$ cat config.mk
export PLATFORM = sky130hd
export DESIGN_NAME = param_sync_ram
export DESIGN_NICKNAME = d
export VERILOG_FILES = /design/src/rtl/param_sync_ram.sv
export SDC_FILE = /design/constraint.sdc
export NUM_CORES = 1
export LEC_CHECK = 0
export CAP_MARGIN = 20
export CORE_UTILIZATION = 35
export CTS_BUF_LIST = sky130_fd_sc_hd__clkbuf_4 sky130_fd_sc_hd__clkbuf_8
export DETAILED_ROUTE_END_ITERATION = 8
export GPL_ROUTABILITY_DRIVEN = 0
export SYNTH_ARGS = -nofsm -noshare
export SYNTH_HDL_FRONTEND = slang
export SYNTH_SLANG_ARGS = --single-unit
$ cat constraint.sdc
create_clock -name clk -period 3.5 [get_ports clk]
set_clock_uncertainty 0.2 [all_clocks]
set_input_delay 0.875 -clock clk [delete_from_list [all_inputs] [get_ports clk]]
set_output_delay 0.875 -clock clk [all_outputs]
set_load 0.005 [all_outputs]
$ cat src/rtl/param_sync_ram.sv
// param_sync_ram
//   Parametrised single-clock RAM with one write port and one read port. Read data
//   is registered and qualified by a one-cycle rd_valid strobe. After reset the
//   array is cleared by an init sweep that writes INIT_VAL to every word. Requests
//   are ignored while the sweep runs.
//
//   Optional feature macro: MEM_PARITY_EN
//     When defined, each word carries an even-parity bit. wr_par_inv corrupts that
//     bit on a write. rd_par_err flags a mismatch on the word returned in rd_data.
//
//   Ports
//     clk        in   1       clock, rising edge
//     rst_n      in   1       asynchronous active-low reset
//     wr_en      in   1       write request (ignored while init_busy=1)
//     wr_addr    in   ADDR_W  write address
//     wr_data    in   DATA_W  write data
//     rd_en      in   1       read request (ignored while init_busy=1)
//     rd_addr    in   ADDR_W  read address
//     rd_data    out  DATA_W  registered read data, holds between reads
//     rd_valid   out  1       pulse: rd_data was updated by this cycle's edge
//     wr_par_inv in   1       [MEM_PARITY_EN] invert stored parity on this write
//     rd_par_err out  1       [MEM_PARITY_EN] parity mismatch on word in rd_data
//     init_busy  out  1       high while the init sweep runs
module param_sync_ram #(
  parameter int                DATA_W   = 4,
  parameter int                ADDR_W   = 2,
  parameter logic [DATA_W-1:0] INIT_VAL = '0
) (
  input  logic              clk,
  input  logic              rst_n,
  input  logic              wr_en,
  input  logic [ADDR_W-1:0] wr_addr,
  input  logic [DATA_W-1:0] wr_data,
  input  logic              rd_en,
  input  logic [ADDR_W-1:0] rd_addr,
  output logic [DATA_W-1:0] rd_data,
  output logic              rd_valid,
`ifdef MEM_PARITY_EN
  input  logic              wr_par_inv,
  output logic              rd_par_err,
`endif
  output logic              init_busy
);

  localparam int DEPTH = 2 ** ADDR_W;
`ifdef MEM_PARITY_EN
  localparam int MEM_W = DATA_W + 1;
`else
  localparam int MEM_W = DATA_W;
`endif

  typedef enum logic {INIT, READY} state_t;

  state_t            state;
  state_t            state_next;
  logic [ADDR_W-1:0] init_cnt;
  logic [MEM_W-1:0]  mem [DEPTH];
  logic [MEM_W-1:0]  init_word;
  logic [MEM_W-1:0]  wr_word;
  logic [MEM_W-1:0]  rd_word;
  logic              rd_fire;

  // Stored word format: parity bit (when enabled) above the data bits.
`ifdef MEM_PARITY_EN
  assign init_word = {^INIT_VAL, INIT_VAL};
  assign wr_word   = {(^wr_data) ^ wr_par_inv, wr_data};
`else
  assign init_word = INIT_VAL;
  assign wr_word   = wr_data;
`endif

  assign init_busy = (state == INIT);
  assign rd_fire   = (state == READY) && rd_en;
  assign rd_word   = mem[rd_addr];

  always_ff @(posedge clk or negedge rst_n) begin
    if (!rst_n) begin
      state    <= INIT;
      init_cnt <= '0;
    end else begin
      state <= state_next;
      if (state == INIT) begin
        init_cnt <= init_cnt + 1'b1;
      end
    end
  end

  // The sweep leaves INIT on the edge that writes the last word.
  always_comb begin
    state_next = state;
    case (state)
      INIT:    if (init_cnt == {ADDR_W{1'b1}}) state_next = READY;
      READY:   state_next = READY;
      default: state_next = INIT;
    endcase
  end

  // The array has no reset; the sweep owns the write port while in INIT.
  always_ff @(posedge clk) begin
    if (state == INIT) begin
      mem[init_cnt] <= init_word;
    end else if (wr_en) begin
      mem[wr_addr] <= wr_word;
    end
  end

  // Reading the array with a non-blocking update gives read-first behaviour on
  // a same-address read/write collision.
  always_ff @(posedge clk or negedge rst_n) begin
    if (!rst_n) begin
      rd_data  <= '0;
      rd_valid <= 1'b0;
`ifdef MEM_PARITY_EN
      rd_par_err <= 1'b0;
`endif
    end else begin
      rd_valid <= rd_fire;
      if (rd_fire) begin
        rd_data <= rd_word[DATA_W-1:0];
      end
`ifdef MEM_PARITY_EN
      rd_par_err <= rd_fire ? ((^rd_word[DATA_W-1:0]) != rd_word[DATA_W]) : 1'b0;
`endif
    end
  end

endmodule

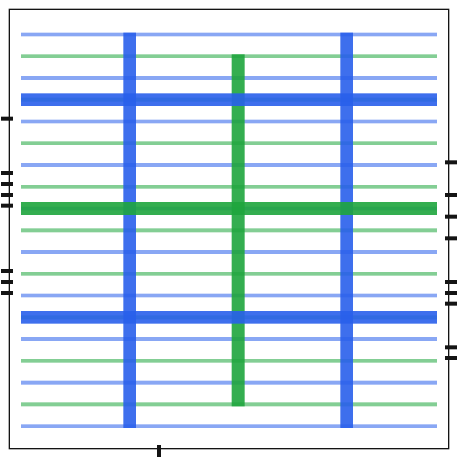
(PDN straps and rails)
Drawn at 8 px/µm. Pins as bars on the die edge.
Key: VDD = green; VSS = blue
18 signal pins sit on the boundary. 19 met1 rails follow the rows. The core has 18 rows.
area of the core region: 2540 µm²
maximum ir drop on the vdd rail: 0.168 mV

==> impl_summary.log <==
[flow] final metrics
INFO  metric run_status = finished, final reports clean
INFO  metric criticalPathCategory = register to output port
INFO  metric clkSinkCount = 24
INFO  metric power-top-group = registers
INFO  metric final-seq-area = 681 µm²
INFO  metric ff_latch_count = 24
INFO  metric final_cell_mix = 17 x sky130_fd_sc_hd__clkdlybuf4s50_1, 16 x sky130_fd_sc_hd__edfxtp_1, 8 x sky130_fd_sc_hd__dfrtp_1, 5 x sky130_fd_sc_hd__mux2_2
INFO  metric layout-drive-gt1-share = 13.3%
INFO  metric flop_cell = sky130_fd_sc_hd__edfxtp_1
INFO  metric ys_cells = 55
INFO  metric floorplanUtilization = 38.2%
INFO  metric worst_hold_startpoint = rd_data[0]
INFO  metric detailed_place.area = 1180 µm²
INFO  metric layout_top_cell_excl_fill_tap = sky130_fd_sc_hd__clkdlybuf4s50_1
INFO  metric worstPathArrival = 1460 ps
INFO  metric routed-wl-met2 = 673 µm
INFO  metric yosys.stat.seqShare = 69.9%
INFO  metric detailedRoute.firstIterationViolations = 13
INFO  metric holdCritPathClass = register to register
INFO  metric num-multi-input-gates = 27
INFO  metric synth_compound_gate_area_share = 3.08%
INFO  metric number_of_different_library_cells_in_the_post_synthesis_netlist = 15
INFO  metric power.leakage = 0.491 nW
INFO  metric path_max_fanout = 13
INFO  metric grt_setup_unrepaired = no
INFO  metric yosysWarnings = 0
INFO  metric area_share_nonclk_buffers = 14.1%
INFO  metric setup_viol_count_final = 0
INFO  metric post-layout-total-power = 0.000495 W
INFO  metric timing.hold.ws = 324 ps
INFO  metric worst_slew_margin_rel = 68.3%
INFO  metric crit_start = state
INFO  metric global_route.usage.met2 = 20.1%
INFO  metric largest_reg_flops = 16
INFO  metric cts_setup_buffers = 0
INFO  metric routed-via-count = 527
INFO  metric root_driver = sky130_fd_sc_hd__clkbuf_4
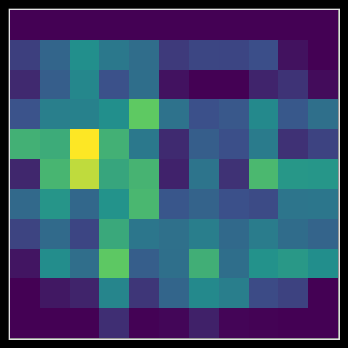
(wiring heat map)
Drawn at 6 px/µm. 11 x 11 tiles, from dark purple (low) to yellow (high), scaled to the fullest tile. Values are wire area over tile area, all layers added.
The fullest tile reaches 0.27. 21% of the tiles are nearly empty. 17% of the tiles are over half the peak. The densest ninth of the die: middle left. The emptiest ninth of the die: upper right.

Power is estimated from default activity; no workload was simulated.
